**Clock nets**

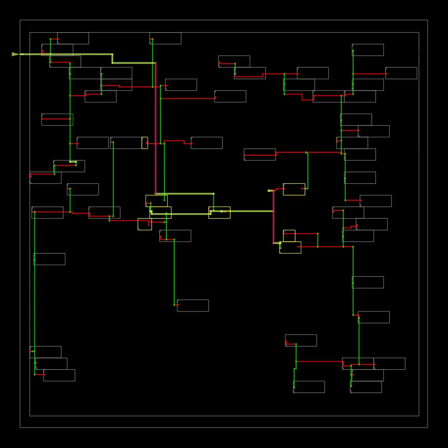
**Port wiring**

Scale: 4 px per µm.
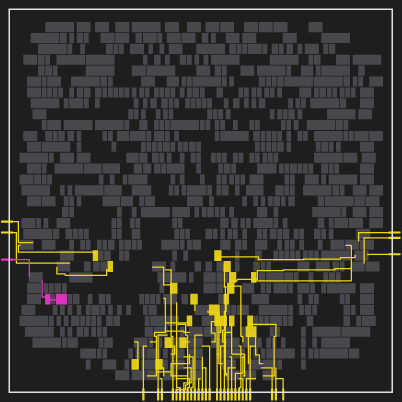
**Sequential cells colored by netlist name**

Scale: 3 px per µm. Other sequential cells in the stronger gray, the rest of the logic in the fainter gray.
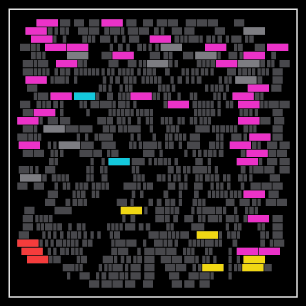
**Logic cells by family**

Scale: 4 px per µm.
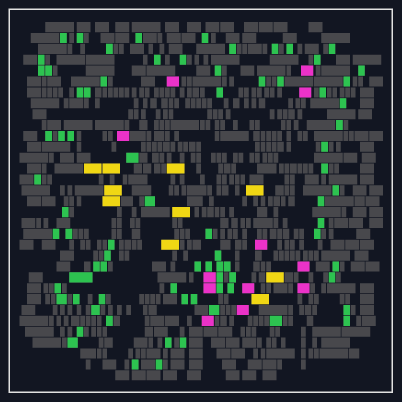
**Metal layers overlaid**

Scale: 4 px per µm.
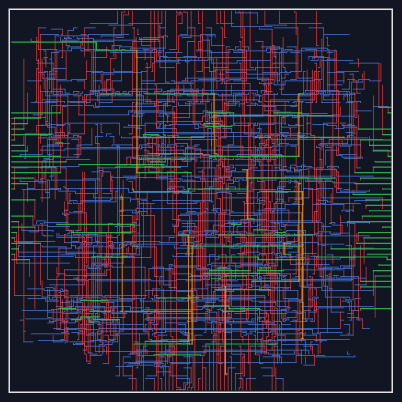
`src/rtl/ram_bist.sv`:
```
// ram_bist: fill / word / byte-lane self-test for byte-writable DFFRAM macros.
// Expected read data is derived from address, phase and lane; no shadow memory.
module ram_bist #(
  parameter int WORDS  = 32,
  parameter int DATA_W = 32,
  parameter int RD_LAT = 1,
  parameter int A_W    = $clog2(WORDS)
) (
  input  logic                CLK,
  input  logic                RST,
  input  logic                START,
  output logic                BUSY,
  output logic                DONE,
  output logic                PASS,
  output logic [1:0]          FAIL_PHASE,
  output logic [A_W-1:0]      FAIL_ADDR,
  output logic [DATA_W-1:0]   FAIL_DATA,
  output logic                EN,
  output logic [DATA_W/8-1:0] WE,
  output logic [A_W-1:0]      A,
  output logic [DATA_W-1:0]   Di,
  input  logic [DATA_W-1:0]   Do
);
  localparam int BYTES = DATA_W / 8;
  localparam int L_W   = (BYTES > 1) ? $clog2(BYTES) : 1;
  localparam logic [BYTES-1:0] LANE0 = 1;

  typedef enum logic [2:0] {
    S_IDLE, S_WRITE, S_READ, S_WAIT, S_CMP, S_DONE
  } state_e;

  state_e            state_q, state_d;
  logic [1:0]        phase_q, phase_d;
  logic [A_W-1:0]    addr_q, addr_d;
  logic [L_W-1:0]    lane_q, lane_d;
  logic              pass_q, pass_d;
  logic [1:0]        fph_q, fph_d;
  logic [A_W-1:0]    fadr_q, fadr_d;
  logic [DATA_W-1:0] fdat_q, fdat_d;
  logic [DATA_W-1:0] pat, exp_w;
  logic              last_a, last_k;

  assign last_a = (addr_q == A_W'(WORDS - 1));
  assign last_k = (lane_q == L_W'(BYTES - 1));

  always_comb begin
    pat = '0;
    for (int k = 0; k < BYTES; k++)
      pat[8*k +: 8] = 8'(addr_q) + 8'(k);
    exp_w = pat;
    case (phase_q)
      2'd2: begin
        for (int k = 0; k < BYTES; k++)
          if (k <= int'(lane_q))
            exp_w[8*k +: 8] = ~pat[8*k +: 8];
      end
      2'd3:    exp_w = ~pat;
      default: exp_w = pat;
    endcase
  end

  always_comb begin
    state_d = state_q;
    phase_d = phase_q;
    addr_d  = addr_q;
    lane_d  = lane_q;
    pass_d  = pass_q;
    fph_d   = fph_q;
    fadr_d  = fadr_q;
    fdat_d  = fdat_q;
    unique case (state_q)
      S_IDLE, S_DONE: begin
        if (START) begin
          state_d = S_WRITE;
          phase_d = 2'd0;
          addr_d  = '0;
          lane_d  = '0;
          pass_d  = 1'b0;
          fph_d   = '0;
          fadr_d  = '0;
          fdat_d  = '0;
        end
      end
      S_WRITE: begin
        if (phase_q == 2'd0) begin
          addr_d = addr_q + A_W'(1);
          if (last_a) begin
            phase_d = 2'd1;
            state_d = S_READ;
          end
        end else begin
          state_d = S_READ;
        end
      end
      S_READ: state_d = (RD_LAT == 2) ? S_WAIT : S_CMP;
      S_WAIT: state_d = S_CMP;
      S_CMP: begin
        if (Do != exp_w) begin
          // first mismatch ends the run; nothing more touches the RAM
          state_d = S_DONE;
          pass_d  = 1'b0;
          fph_d   = phase_q;
          fadr_d  = addr_q;
          fdat_d  = Do;
        end else begin
          case (phase_q)
            2'd1: begin
              addr_d  = addr_q + A_W'(1);
              state_d = S_READ;
              if (last_a) begin
                phase_d = 2'd2;
                lane_d  = '0;
                state_d = S_WRITE;
              end
            end
            2'd2: begin
              state_d = S_WRITE;
              if (!last_k) begin
                lane_d = lane_q + L_W'(1);
              end else begin
                lane_d = '0;
                addr_d = addr_q + A_W'(1);
                if (last_a) begin
                  phase_d = 2'd3;
                  state_d = S_READ;
                end
              end
            end
            2'd3: begin
              addr_d  = addr_q + A_W'(1);
              state_d = S_READ;
              if (last_a) begin
                state_d = S_DONE;
                pass_d  = 1'b1;
              end
            end
            default: state_d = S_IDLE;
          endcase
        end
      end
      default: state_d = S_IDLE;
    endcase
  end

  always_ff @(posedge CLK) begin
    if (RST) begin
      state_q <= S_IDLE;
      phase_q <= '0;
      addr_q  <= '0;
      lane_q  <= '0;
      pass_q  <= 1'b0;
      fph_q   <= '0;
      fadr_q  <= '0;
      fdat_q  <= '0;
    end else begin
      state_q <= state_d;
      phase_q <= phase_d;
      addr_q  <= addr_d;
      lane_q  <= lane_d;
      pass_q  <= pass_d;
      fph_q   <= fph_d;
      fadr_q  <= fadr_d;
      fdat_q  <= fdat_d;
    end
  end

  always_comb begin
    EN = 1'b0;
    WE = '0;
    A  = '0;
    Di = '0;
    unique case (1'b1)
      state_q == S_WRITE: begin
        EN = 1'b1;
        A  = addr_q;
        if (phase_q == 2'd0) begin
          WE = '1;
          Di = pat;
        end else begin
          WE = LANE0 << lane_q;
          Di = ~pat;
        end
      end
      state_q == S_READ: begin
        EN = 1'b1;
        A  = addr_q;
      end
      default: ;
    endcase
  end

  assign BUSY       = (state_q != S_IDLE) && (state_q != S_DONE);
  assign DONE       = (state_q == S_DONE);
  assign PASS       = pass_q;
  assign FAIL_PHASE = fph_q;
  assign FAIL_ADDR  = fadr_q;
  assign FAIL_DATA  = fdat_q;

endmodule
```
`config.mk`:
```
export PLATFORM = sky130hd
export DESIGN_NAME = ram_bist
export DESIGN_NICKNAME = d
export VERILOG_FILES = /design/src/rtl/ram_bist.sv
export SDC_FILE = /design/constraint.sdc
export NUM_CORES = 1
export LEC_CHECK = 0
export ABC_AREA = 1
export CORE_MARGIN = 2
export CORE_UTILIZATION = 45
export CTS_CLUSTER_DIAMETER = 200
export CTS_CLUSTER_SIZE = 10
export DETAILED_ROUTE_END_ITERATION = 8
export PLACE_DENSITY = 0.78
export SLEW_MARGIN = 20
export SYNTH_ARGS = -nofsm -noshare
export SYNTH_HDL_FRONTEND = slang
export SYNTH_SLANG_ARGS = --single-unit
```
`constraint.sdc`:
```
create_clock -name CLK -period 6.25 [get_ports CLK]
set_input_delay 1.5625 -clock CLK [delete_from_list [all_inputs] [get_ports CLK]]
set_output_delay 1.5625 -clock CLK [all_outputs]
set_load 0.05 [all_outputs]
```
==> flow_metrics.tcl <==
# metrics dict for downstream scripts
set metrics [dict create \
    diodes 0 \
    num_tap_cells 105 \
    cts_setup_buffers 0 \
    cpMaxStageDelayCell "clkdlybuf4s50_1" \
    end_kind "primary output" \
    clk_pin_slew_ns 0.10 \
    dominantRegCellSynth "dfxtp_1" \
    drc_errors 0 \
    synth-simple-area-share_pct 42.3 \
    rsz0062_at_grt "false" \
    setup.worst_path.start_class "register" \
    dominant_comb_cell "simple AND/OR/NAND/NOR gates" \
    largest_net_degree_at_the_start_of_global_routing 45 \
    worstSetupPathDepth 8 \
    chipArea_um2 9100 \
    switching_share_pct 57.6 \
    worst_r2r_end "FAIL_DATA[2]" \
    synth-area-yosys_um2 3760 \
    dp.final_hpwl_mm 9.42 \
    uppermost_layer_routed "met4" \
    enable_flop_cells 0 \
    mappedNetlistNets 687 \
    critical_path.max_stage_delay_ns 0.83 \
    syn-cell-area_um2 3760 \
    num-nets-final 781 \
    internal-power_w 0.000889 \
    synth-adder-area-share_pct 3.33 \
    hold-path-endpoint "FAIL_DATA[28]" \
    syn_inst 642 \
    gr-max-usage-layer "met2" \
    wl_met2_mm 5.72 \
    final_area_um2 4940 \
    net_load_switching_power_w 0.00121 \
    final_layout_top_logic_cells "262 x nand2_1, 118 x clkdlybuf4s50_1, 80 x nor2_1, 56 x inv_1, 55 x a21oi_1" \
    non_clock_inverter_count_in_the_final_layout 64 \
    number_of_flip_flops_in_the_largest_register 32 \
    initial_antenna_violation_count 0 \
    clock_tree_from_tritoncts "yes" \
    final-setup-viol-count 0 \
    number_of_warnings_the_tools_reported 32 \
    powerDensity_nw_per_um2 424 \
    finalSetupTns_ns 0 \
    yosysWarningCount 0 \
    pwr-share-clk_pct 9.3 \
    layout-area-overhead-vs-synth_pct 31.5 \
    antenna_left 0 \
    report.power.total_w 0.00210 \
    vdd.ir_drop.worst_mv 0.409 \
    n_all_buffers 120 \
    power.static_leakage_nw 2.19 \
    xor_xnor_portion_of_the_synthesized_cell_area_pct 2.80 \
    mux_share_pct 0 \
    max-slew-margin-rel_pct 34.8 \
    largest_class "combinational gates" \
    ctsHtreeMaxLevel 2 \
    power.group.top "combinational logic" \
    fmax_mhz 199 \
    num_clock_sinks 52 \
    cap_violations 0 \
    bufAreaShareNonClock_pct 24.2 \
    area_fraction_of_clock_buffers_and_clock_inverters_pct 1.80 \
    capturing_instance_or_port_of_the_critical_path "Di[12]" \
    run_status "finished clean" \
    final.min_clock_period_ns 5.04 \
    main_area_contributors "dfxtp_1 28%, nand2_1 26%, nor2_1 8.0%" \
    top_area_share_pct 27.7 \
    synth-async-reset-ratio_pct 0 \
    worst_clock_skew_ns 0.0104 \
    mi_logic_area_um2 2240 \
    ys_seq_share_pct 27.7 \
    hold_viol_final 0 \
]
-- 'clock nets' (at the start) --
CLK BUF: 6
power consumed by the clock network: 0.000196 W
number of buffers created by CTS: 5
clk_lat worst skew: 0.31 ns

-- 'port wiring' (at the start) --
yellow -> Di  # bits 32, direction output, edge 27 bottom, 3 right, 2 left, end cells 22, buffers 32, wire 744 µm
magenta -> START  # bits 1, direction input, edge left, end cells 2, buffers 1, wire 17.4 µm
boundary pin count: 119
IO buf count: 118

-- 'sequential cells colored by netlist name' (at the start) --
cyan -> phase_q  # placed flops 2
red -> state_q  # placed flops 3
magenta -> FAIL_DATA  # placed flops 32
yellow -> addr_q  # placed flops 5
not colored = 10
fraction of area in registers: 21.1%
Seq power: 0.000450 W
register area: 1040 µm²

-- 'logic cells by family' (at the start) --
magenta -> XOR/XNOR gates  # cells 12, most used xor2_1
yellow -> adder and majority cells  # cells 10, most used ha_1
green -> inverting AOI/OAI gates  # cells 78, most used a21oi_1, where all over the die
combinational fraction of the cell area: 45.3%
dominant logic cell type in the layout: nand2_1
final cell count without fillers: 842

-- 'metal layers overlaid' (at the start) --
green -> met3  # wire length 1010 µm
orange -> met4  # wire length 239 µm
red -> met2  # wire length 5720 µm
blue -> met1  # wire length 5400 µm
drt wl/cell: 14.7 µm
Routed Wire Length: 12.4 mm
via count: 4301
global-route total usage across every layer: 27.2%

Power and IR drop assume default switching activity.
